### src/rtl/vpu_fp_cmp.sv
// Pipelined IEEE-754 comparator: pairs A/B valid-only streams through one-entry
// hold registers, classifies in stage 1, and emits a registered condition code in stage 2.
module vpu_fp_cmp #(
  parameter  int EXP_W  = 8,
  parameter  int MAN_W  = 23,
  localparam int DATA_W = 1 + EXP_W + MAN_W
) (
  input  logic              aclk,
  input  logic              rst,
  input  logic              s_axis_a_tvalid,
  input  logic [DATA_W-1:0] s_axis_a_tdata,
  input  logic              s_axis_b_tvalid,
  input  logic [DATA_W-1:0] s_axis_b_tdata,
  output logic              m_axis_result_tvalid,
  output logic [3:0]        m_axis_result_tdata,
  output logic              m_axis_result_tuser,
  output logic              ovf_o
);

  typedef enum logic [3:0] {
    CC_GT = 4'b0001,
    CC_LT = 4'b0010,
    CC_EQ = 4'b0100,
    CC_UN = 4'b1000
  } cc_e;

  typedef struct packed {
    logic nan;
    logic snan;
    logic both_zero;
    logic sign_a;
    logic sign_b;
    logic mag_gt;
    logic mag_eq;
  } s1_t;

  logic              held_a_q, held_a_d, held_b_q, held_b_d;
  logic [DATA_W-1:0] hdata_a_q, hdata_a_d, hdata_b_q, hdata_b_d;
  logic              ovf_q, ovf_d;
  logic              s1_valid_q, s1_valid_d;
  s1_t               s1_q, s1_d;
  logic              res_valid_q, res_valid_d;
  logic [3:0]        res_data_q, res_data_d;
  logic              res_user_q, res_user_d;

  logic              issue;
  logic              keep_a, keep_b;
  logic [DATA_W-1:0] op_a, op_b;
  logic [EXP_W-1:0]  exp_a, exp_b;
  logic [MAN_W-1:0]  frac_a, frac_b;
  logic              nan_a, nan_b;

  // Pairing: held entries are consumed before live beats; an unconsumed live
  // beat always lands in the hold register, overwriting any older entry.
  // NOTE: every always_comb output gets a default first so no latch is inferred.
  always_comb begin
    issue  = (held_a_q | s_axis_a_tvalid) & (held_b_q | s_axis_b_tvalid);
    op_a   = held_a_q ? hdata_a_q : s_axis_a_tdata;
    op_b   = held_b_q ? hdata_b_q : s_axis_b_tdata;
    keep_a = s_axis_a_tvalid & ~(issue & ~held_a_q);
    keep_b = s_axis_b_tvalid & ~(issue & ~held_b_q);

    held_a_d  = keep_a | (held_a_q & ~issue);
    held_b_d  = keep_b | (held_b_q & ~issue);
    hdata_a_d = keep_a ? s_axis_a_tdata : hdata_a_q;
    hdata_b_d = keep_b ? s_axis_b_tdata : hdata_b_q;
    ovf_d     = ovf_q | (~issue & ((s_axis_a_tvalid & held_a_q) |
                                   (s_axis_b_tvalid & held_b_q)));
  end

  always_comb begin
    exp_a  = op_a[DATA_W-2 -: EXP_W];
    exp_b  = op_b[DATA_W-2 -: EXP_W];
    frac_a = op_a[MAN_W-1:0];
    frac_b = op_b[MAN_W-1:0];
    nan_a  = (&exp_a) & (|frac_a);
    nan_b  = (&exp_b) & (|frac_b);

    s1_valid_d     = issue;
    s1_d.nan       = nan_a | nan_b;
    s1_d.snan      = (nan_a & ~frac_a[MAN_W-1]) | (nan_b & ~frac_b[MAN_W-1]);
    s1_d.both_zero = ~(|op_a[DATA_W-2:0]) & ~(|op_b[DATA_W-2:0]);
    s1_d.sign_a    = op_a[DATA_W-1];
    s1_d.sign_b    = op_b[DATA_W-1];
    s1_d.mag_gt    = op_a[DATA_W-2:0] > op_b[DATA_W-2:0];
    s1_d.mag_eq    = op_a[DATA_W-2:0] == op_b[DATA_W-2:0];
  end

  // Stage 2 decision; outputs are forced to zero whenever no result is valid.
  always_comb begin
    res_valid_d = s1_valid_q;
    res_data_d  = '0;
    res_user_d  = 1'b0;
    if (s1_valid_q) begin
      res_user_d = s1_q.snan;
      if (s1_q.nan)                     res_data_d = CC_UN;
      else if (s1_q.both_zero)          res_data_d = CC_EQ;
      else if (s1_q.sign_a != s1_q.sign_b)
        res_data_d = s1_q.sign_a ? CC_LT : CC_GT;
      else if (s1_q.mag_eq)             res_data_d = CC_EQ;
      else if (s1_q.mag_gt ^ s1_q.sign_a) res_data_d = CC_GT;
      else                              res_data_d = CC_LT;
    end
  end

  // NOTE: sequential state uses non-blocking assignments so every flop samples
  // the pre-edge value regardless of block ordering.
  always_ff @(posedge aclk) begin
    if (rst) begin
      held_a_q    <= 1'b0;
      held_b_q    <= 1'b0;
      ovf_q       <= 1'b0;
      s1_valid_q  <= 1'b0;
      res_valid_q <= 1'b0;
      res_data_q  <= '0;
      res_user_q  <= 1'b0;
    end else begin
      held_a_q    <= held_a_d;
      held_b_q    <= held_b_d;
      ovf_q       <= ovf_d;
      s1_valid_q  <= s1_valid_d;
      res_valid_q <= res_valid_d;
      res_data_q  <= res_data_d;
      res_user_q  <= res_user_d;
    end
  end

  // NOTE: data-only registers are left unreset; they are only ever read when
  // their companion valid/held bit is set.
  always_ff @(posedge aclk) begin
    hdata_a_q <= hdata_a_d;
    hdata_b_q <= hdata_b_d;
    s1_q      <= s1_d;
  end

  assign m_axis_result_tvalid = res_valid_q;
  assign m_axis_result_tdata  = res_data_q;
  assign m_axis_result_tuser  = res_user_q;
  assign ovf_o                = ovf_q;

endmodule

### config.mk
export PLATFORM = sky130hd
export DESIGN_NAME = vpu_fp_cmp
export DESIGN_NICKNAME = d
export VERILOG_FILES = /design/src/rtl/vpu_fp_cmp.sv
export SDC_FILE = /design/constraint.sdc
export NUM_CORES = 1
export LEC_CHECK = 0
export CORE_UTILIZATION = 50
export CTS_BUF_LIST = sky130_fd_sc_hd__clkbuf_16
export DETAILED_ROUTE_END_ITERATION = 8
export DONT_BUFFER_PORTS = 1
export SETUP_SLACK_MARGIN = 0.5
export SYNTH_ARGS = -nofsm -noshare
export SYNTH_HDL_FRONTEND = slang
export SYNTH_SLANG_ARGS = --single-unit
export TNS_END_PERCENT = 10
### constraint.sdc
create_clock -name aclk -period 6.75 [get_ports aclk]
set_input_delay 1.35 -clock aclk [delete_from_list [all_inputs] [get_ports aclk]]
set_output_delay 1.35 -clock aclk [all_outputs]
set_load 0.01 [all_outputs]
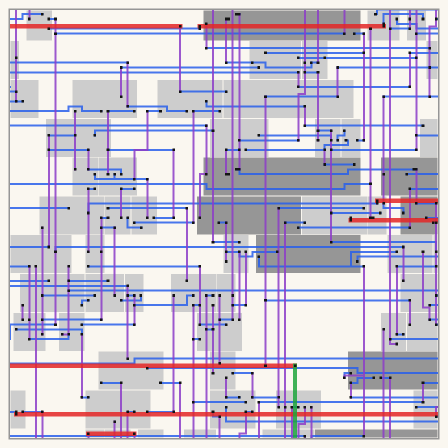
(images/closeup.png)
Region (32, 32) to (62, 62) um. Cells in gray, sequential cells in the stronger gray; small squares are vias.
Green marks M4. Purple marks M2. Red marks M3. Blue marks M1.
Netlist names of flops here include `hdata_a_q` (3), `s1_q` (2). Most frequent: ha_1 (9), a21oi_1 (4). Sequential cells in the window: 5. 43 logic cells have their middle in the window.

==> run notes <==
Implementation numbers.

- The number of warnings reported in the yosys synthesis log is 0.
- The count of TritonRoute iterations in the first routing pass is 4.
- The worst setup path startpoint is s_axis_a_tdata[22].
- The netlist uses 41 different library cells.
- The multi-input combinational cell count is 244.
- The number of setup buffers added after CTS is 0.
- From left edge to right edge, the die measures 94.1 um.
- The report lists the cells along the critical path as mux2_1, ha_1, nand4_1, nor4_1, o311ai_1, nand3_1, nand2_1, a21oi_1.
- For this run, the final setup violation count is recorded as 0.
- The path type of the worst min-delay path is reg -> reg.
- In the final routing, the length of wire on met1 measures 4310 um.
- The worst path needs 2.80 ns of the cycle, external delays included.
- The number of global-route vias before repair came to 2619.
- The final layout contains a sequential cell count of 81.
- Detailed placement ended at an HPWL of 6790 um.
- Hold repair after CTS inserted 0 buffers.
- The run finished with clean final reports.
- The end point of the worst hold path is m_axis_result_tuser.
- The STA report counts the stages on the worst setup path as 8.
- The timing report attributes the biggest portion of critical-path delay to simple AND/OR/NAND/NOR gates.
- The slew at the pin with the worst max-slew slack is 0.629 ns.
- Per the synthesis report, the AND-OR/OR-AND share of the synthesized area is 0.0681.
- Per the final report, the share of cell area in non-clock buffers is 0.00649.
- The number of cells traversed by the worst hold path is 1.
- On met3, the global router reports a usage of 0.0785.
- The combined global-route utilization of all metal layers is 0.208.
- The largest registers in the layout are hdata_a_q (32), hdata_b_q (32), s1_q (7).
- The proportion of layout cells with a drive suffix above 1 is 0.0708.
- The multi-input logic area is 0.00189 mm2.
- Data on the critical path arrives at its endpoint at 3.07 ns.
- The fraction of the core area occupied by cells at floorplan is 0.516.
- The power report attributes to the combinational group a share of 0.122.
- Measured against its own limit, the worst slew margin works out to 0.581.
- The proportion of power drawn by the clock network is 0.384.
- The clock tree from TritonCTS is done.
- In the final run the clock tree shows a worst skew of 0.00713 ns.
- The maximum clock insertion buffer count is 2.
- The area fraction in mux cells is 0.158.
- Entering global routing, the biggest net connects 48 pins.
- After floorplanning, the core was sized to cover 0.00822 mm2.
- The slack of the critical path is 3.95 ns.
- Counting every instance in the synthesized netlist gives 343.
- The synthesis report lists the most area-consuming cells as edfxtp_1 (45%), ha_1 (9.1%), dfxtp_1 (8.0%), mux2_1 (8.0%), mux2i_1 (6.8%).
- At the later pin of the worst-skew pair, clock insertion delay measures 0.34 ns.
- The number of I/O port buffers is 0.
- The initial antenna violation count is 0.
- The commonest cells after synthesis are edfxtp_1 (64), ha_1 (31), mux2_1 (30).
- The script logs the ratio of routed vias to standard cells as 6.08.
- The part of the total power dissipated in sequential elements is 0.493.
- Summed over the clock group, the power is 456 uW.
- In this design, the stage delay of the slowest critical-path cell is 0.45 ns.
- Setup repair after global routing left no endpoint under its margin.
- The area taken by flip-flops and latches is 0.00226 mm2.
- The height of the die is 94.1 um.
- Counting the inverters off the clock network in the layout gives 8.
- In this run the most used layer during global routing was met1.
- The number of OpenROAD warnings is 26.
- For reference, the critical path is captured by s1_q[1].
- The timing report shows that the slowest cell on the worst path is nor4_1.
- In this run, synthesis produced a sequential element count of 81.
- The synthesis area per yosys is 0.00424 mm2.
- Once the clock tree was built, the resizer swapped 0 gates to a different size.
- The synthesis report names the predominant flop master as edfxtp_1.
- The switching power is 286 uW.
- The number of max-cap violations is 0.
- STA on the placed design reports a worst setup slack of 3.59 ns.
- The total global routing overflow is 0.
- The maximum achievable frequency is 357 MHz.
- Power comes to 1190 uW.
- The script computed the net switching share of total power as 0.241.
- The worst min-delay path startpoint is s1_q[5].
- The proportion of synthesized chip area in sequential cells is 0.533.
- During I/O placement, the number of pins put on the boundary was 75.
- The reg-to-reg startpoint is held_a_q.
- The row count is 33.
- Of all the cell area in the finished design, the clock network holds 0.0614.
- In the final design database the tool counted 447 nets.
- The sum of buffers and inverters on the critical path is 0.
- The synthesis-to-layout area growth is 9.11%.
- The number of inserted diodes is 0.
- The final hold violation count is 0.
- The first routing iteration left 130 violations.
- The layout report gives the multi-input gate share of total cell area as 0.408.
- The leakage dissipation is 0.00160 uW.
- The per-cell routed wire length is 19.3 um.
- The clock tree buffer count of the final layout is 10.
- The final total negative setup slack is 0 ns.
- In the power breakdown, the internal column shows 900 uW.
- The highest routed metal layer is met4.
- According to the CTS report, the clock sink count is 81.
- The most area-hungry cell type in the Yosys netlist is edfxtp_1.
- In this run, power in flip-flops and latches comes to 585 uW.
- After synthesis, the design contains 343 cells according to Yosys.
- Routing resource usage on met2 recorded by global route was 0.282.
- The total wirelength of the detailed-routed design is 8820 um.
- The maximum vdd ir drop is 160 uV.
- The worst register-to-register path depth is 9.
- The critical path in this run is classified as in -> reg.
- The most instantiated library cell after synthesis is edfxtp_1.
- Looking at the group totals, the largest power group turns out to be sequential cells.
- The layout stage reports a final design area of 0.00463 mm2.
- Per the final report, max-transition violations number 0.
- The largest cell class by area is registers.
- The data required time reported for the critical path is 7.02 ns.
- The number of buffers added by the clock tree synthesis step is 9.
- The final worst-path cycle share is 0.415.
- The length of routed met2 wiring is 3640 um.
- The top cell types in the final layout, fill and taps aside, are edfxtp_1 (64), ha_1 (31), mux2_1 (30), mux2i_1 (29), a21oi_1 (21).
- The post-synth net total is 442.
- The power per cell area is 256 mW/mm2.
- Per the synthesis report, the XOR/XNOR share of the synthesized area is 0.00206.
- The share of synthesized area in the top cell type comes to 0.453.
- The clock transition at the registers of the reported paths is 0.06 ns.
- Counting tap cells, the placed design contains a total of 442 instances.
- The chip area is 0.00886 mm2.
- The count of unresolved DRC violations after routing is 0.
- The worst hold slack across all endpoints is 0.431 ns.
- The total combinational power is 145 uW.
- The wire length on met3 is 765 um.
- Registers represent a cell area share of 0.489.
- For the worst reg-to-reg path, the endpoint reported by OpenROAD is s1_q[1].
- A synthesized cell averages 12.4 um2.
- Summing all placed instances gives a cell area of 0.00435 mm2.
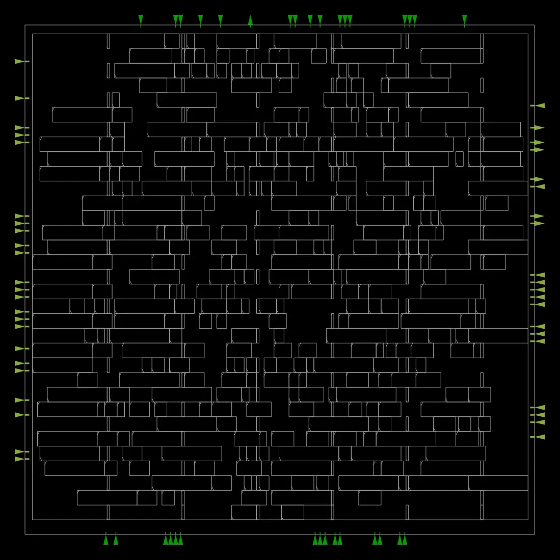
(images/placed.png)
final design utilization: 0.563
number of tap cells added at floorplan: 105
number of filler cells placed in the layout: 679

Power figures rest on the tool's default switching activity, not on a simulated workload.
